[config.mk]
export PLATFORM = sky130hd
export DESIGN_NAME = intf_fifo_bridge
export DESIGN_NICKNAME = d
export VERILOG_FILES = /design/src/rtl/intf_fifo_bridge.sv
export SDC_FILE = /design/constraint.sdc
export NUM_CORES = 1
export LEC_CHECK = 0
export CAP_MARGIN = 15
export CORE_MARGIN = 5
export CORE_UTILIZATION = 52
export CTS_CLUSTER_DIAMETER = 30
export DETAILED_ROUTE_END_ITERATION = 8
export PLACE_DENSITY = 0.85
export SYNTH_ARGS = -nofsm -noshare
export SYNTH_HDL_FRONTEND = slang
export SYNTH_SLANG_ARGS = --single-unit
[constraint.sdc]
create_clock -name clk -period 2.65 [get_ports clk]
set_clock_uncertainty 0.05 [all_clocks]
set_input_delay 0.53 -clock clk [delete_from_list [all_inputs] [get_ports clk]]
set_output_delay 0.53 -clock clk [all_outputs]
set_load 0.03 [all_outputs]
[src/rtl/intf_fifo_bridge.sv]
`default_nettype none
// ============================================================================
//  Module      : intf_fifo_bridge
//  Description : Valid/ready FIFO bridge between a master and a slave port.
//                DEPTH-entry circular buffer with registered pointers and level.
//                The head word is read combinationally from storage.
//                Optional feature macro INTF_FIFO_BRIDGE_PARITY_EN:
//                  - adds one even-parity bit per entry, computed at push
//                  - rechecks that bit on every pop
//                  - drives a sticky par_err flag
//  Revision    : 1.0 - initial release
// ============================================================================
module intf_fifo_bridge #(
    parameter int WIDTH = 12,
    parameter int DEPTH = 4
) (
    input  logic                       clk,
    input  logic                       rst,
    input  logic                       m_valid,
    input  logic [WIDTH-1:0]           m_data,
    output logic                       m_ready,
    output logic                       s_valid,
    output logic [WIDTH-1:0]           s_data,
    input  logic                       s_ready,
    output logic [$clog2(DEPTH+1)-1:0] level,
    output logic                       par_err
);

    localparam int c_PTR_W = $clog2(DEPTH);
    localparam int c_LVL_W = $clog2(DEPTH+1);
`ifdef INTF_FIFO_BRIDGE_PARITY_EN
    localparam int c_ENTRY_W = WIDTH + 1;
`else
    localparam int c_ENTRY_W = WIDTH;
`endif
    localparam logic [c_PTR_W-1:0] c_PTR_ONE = c_PTR_W'(1);
    localparam logic [c_LVL_W-1:0] c_LVL_ONE = c_LVL_W'(1);
    localparam logic [c_LVL_W-1:0] c_LVL_FULL = c_LVL_W'(DEPTH);

    logic [c_PTR_W-1:0]   wr_ptr_q, wr_ptr_d;
    logic [c_PTR_W-1:0]   rd_ptr_q, rd_ptr_d;
    logic [c_LVL_W-1:0]   level_q, level_d;
    logic [c_ENTRY_W-1:0] mem_q [DEPTH];

    logic                 w_push;
    logic                 w_pop;
    logic [c_ENTRY_W-1:0] w_wr_entry;
    logic [c_ENTRY_W-1:0] w_rd_entry;

    // Handshake flags come only from registered level; no transfer while in reset.
    assign m_ready    = (level_q != c_LVL_FULL);
    assign s_valid    = (level_q != '0);
    assign level      = level_q;
    assign w_push     = m_valid && m_ready && !rst;
    assign w_pop      = s_valid && s_ready && !rst;
    assign w_rd_entry = mem_q[rd_ptr_q];
    assign s_data     = w_rd_entry[WIDTH-1:0];

`ifdef INTF_FIFO_BRIDGE_PARITY_EN
    // Parity bit sits above the data so that XOR over a good entry is zero.
    assign w_wr_entry = {^m_data, m_data};
`else
    assign w_wr_entry = m_data;
`endif

    // Next-state for pointers and level; power-of-two depth wraps naturally.
    always_comb begin
        wr_ptr_d = wr_ptr_q;
        rd_ptr_d = rd_ptr_q;
        level_d  = level_q;
        if (w_push) begin
            wr_ptr_d = wr_ptr_q + c_PTR_ONE;
        end
        if (w_pop) begin
            rd_ptr_d = rd_ptr_q + c_PTR_ONE;
        end
        case ({w_push, w_pop})
            2'b10:   level_d = level_q + c_LVL_ONE;
            2'b01:   level_d = level_q - c_LVL_ONE;
            default: level_d = level_q;
        endcase
    end

    // Pointer and level registers, cleared asynchronously.
    always_ff @(posedge clk or posedge rst) begin
        if (rst) begin
            wr_ptr_q <= '0;
            rd_ptr_q <= '0;
            level_q  <= '0;
        end else begin
            wr_ptr_q <= wr_ptr_d;
            rd_ptr_q <= rd_ptr_d;
            level_q  <= level_d;
        end
    end

    // Storage is plain RAM-style, without reset; level gating hides stale entries.
    always_ff @(posedge clk) begin
        if (w_push) begin
            mem_q[wr_ptr_q] <= w_wr_entry;
        end
    end

`ifdef INTF_FIFO_BRIDGE_PARITY_EN
    logic par_err_q, par_err_d;
    logic w_par_bad;

    assign w_par_bad = ^w_rd_entry;
    assign par_err   = par_err_q;

    // A parity miss on any popped entry latches the error until reset.
    always_comb begin
        par_err_d = par_err_q;
        if (w_pop && w_par_bad) begin
            par_err_d = 1'b1;
        end
    end

    // Sticky error register.
    always_ff @(posedge clk or posedge rst) begin
        if (rst) begin
            par_err_q <= 1'b0;
        end else begin
            par_err_q <= par_err_d;
        end
    end
`else
    assign par_err = 1'b0;
`endif

endmodule
`default_nettype wire

==> images/clock_nets.png <==
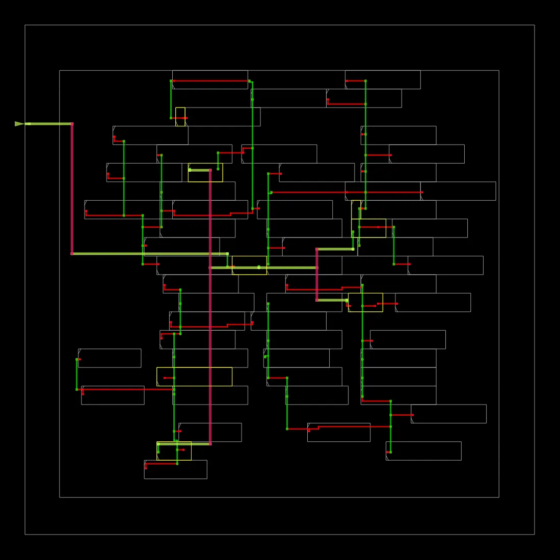
seq_cells: 55
clk pwr: 0.000524 W

==> images/layers.png <==
(4 px per µm) Two of the layers only.
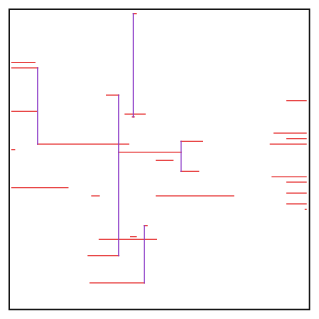
legend:
  M4:
    color: purple
    wire_length: 107 µm
  M3:
    color: red
    wire_length: 203 µm
total length of routed wires: 3570 µm
via count: 1063
Routed WL per cell: 18.1 µm
total track usage: 14.6%

==> images/gates.png <==
(4 px per µm)
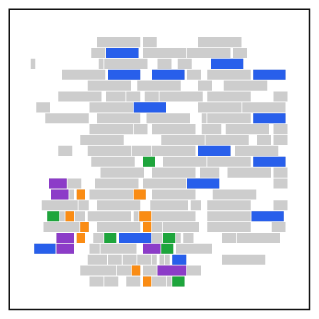
legend:
  fa/ha/maj cells:
    color: purple
    cells: 6
    most_used: ha_1
    where: lower left
  xor and xnor cells:
    color: green
    cells: 6
    most_used: xor2_1
    where: bottom center
  and/or cells:
    color: orange
    cells: 9
    most_used: and2_1
  mux cells:
    color: blue
    cells: 14
    most_used: mux4_2
most numerous logic cell after layout: edfxtp_1
final cell count without fillers: 197
multi-input combinational area share: 18.5%

==> results_slide.txt <==
Implementation Results

Setup path
  • Reg2reg setup slack: around 350 ps
  • Critical path origin: rd_ptr_q[0]
  • Critical path peak fanout: 7
  • Startpoint types: flip-flop
  • CP peak stage delay: 600 ps
  • RR Endpoint: level[2]
  • Critical path, cell by cell: buf_4 > mux4_2 > clkdlybuf4s50_1
  • Reg2Reg Depth: 9
  • WS Path Type: flip-flop to output port
  • Crit-path leading delay family: buffers and inverters
  • Critical Path End: s_data[10]
  • WP buf/inv: 2
  • CP max stage cell: clkdlybuf4s50_1
  • Worst Path Arrival: between 1500 and 2000 ps

Timing
  • Final worst slack: roughly 95 ps
  • Final hold viol count: 0
  • Slew Viols, Final: 0
  • Post-Route Setup TNS: 0 ps
  • Minimum clock period: around 2600 ps
  • Hold WS: roughly 500 ps

Floorplan
  • Initial core utilization: approximately 54%
  • Die y size: approximately 75 µm
  • Chip width: roughly 75 µm

Final layout
  • Non-clock buffer share: about 14%
  • Antenna diode count: 0
  • Share of layout cells above drive strength 1: a little under a fifth
  • Most frequent cells in the layout: edfxtp_1 (48), clkdlybuf4s50_1 (32), mux4_2 (12)
  • Fin area: about 2700 µm²
  • Comb area: about 500 µm²
  • Largest cell class by area: flip-flops and latches
  • Nets@finish: approximately 170
  • Register area: 1620 µm²
  • Clk cell area share: roughly 3.9%
  • Area Growth Syn to Fin: 23.8%

Global routing
  • Total gr overflow: 0
  • Vias in the first global route: ~1.2k
  • Routing usage on met2: approximately 25%
  • GRT Max-Usage Layer: met2

Status
  • Outcome: complete, no violations

Min path
  • HP Class: input port to async pin

Logic synthesis
  • Basic Gates by Area: between 2 and 3%
  • Cells after synthesis: around 100
  • Main logic family: multiplexers
  • XOR-XNOR Cells, Area Fraction: about 2.4%
  • AO/OA Area Share: 0%
  • Cell count in the Yosys report: roughly 100
  • MUX share of area: a little over an eighth
  • Mapped Nets: 126
  • Ys flops: between 50 and 60
  • Unique cell types: 21
  • Area share, top type: between 60% and 70%
  • Synth warn: 0

Power and ir drop
  • Pleak: 0.961 nW
  • PD cells: 1060 nW/µm²

Clock tree
  • Clk sinks: approximately 55
  • CTS resizes: 1
  • Root buf cell: clkbuf_8
  • Clock latency on the worst-skew pair: approximately 290 ps
  • Num CTS Buffers: 5
  • Worst-path clk slew: approximately 80 ps
  • # H-tree levels: 2
  • Post-CTS Setup Bufs: 0

Place
  • Placed Area: approximately 2600 µm²
  • RePlAce Congestion: 0.755
  • Hpwl dp: ~2500 µm
  • Dpl cells: around 190
  • Pre-CTS WS: roughly 200 ps

Route
  • Routed wl met2: ~1900 µm
  • Max layer used: met4
  • TritonRoute pass-1 iters: 4
  • DRC: 0
  • First DRT Iteration DRCs: 39
  • Met1 wire length: ~1300 µm
  • Via/cell ratio: 5.40
## Yosys cell counts, drive strengths merged
| cell | n |
|---|---|
| conb | 1 |
| xor2 | 4 |
| and3 | 2 |
| mux2 | 1 |
| mux4 | 12 |
| dfrtp | 7 |
| buf | 5 |
| xnor2 | 2 |
| ha | 5 |
| edfxtp | 48 |
| mux2i | 1 |
| or3b | 1 |
| and4 | 1 |
| inv | 7 |
| nor2 | 1 |
| or3 | 1 |
| and2 | 4 |
| fa | 1 |
## flip-flops by register name (all words and copies together) (netlist names)
signal / cells
wr_ptr_q: 2
mem_q: 48
rd_ptr_q: 2
level: 3
## power by group
group,switching [W],internal (W)
combinational,0.000593,0.000553
clock,0.000241,0.000283
sequential,0.000108,0.00108
No activity file was given, so power comes from the tool's default toggle rates.
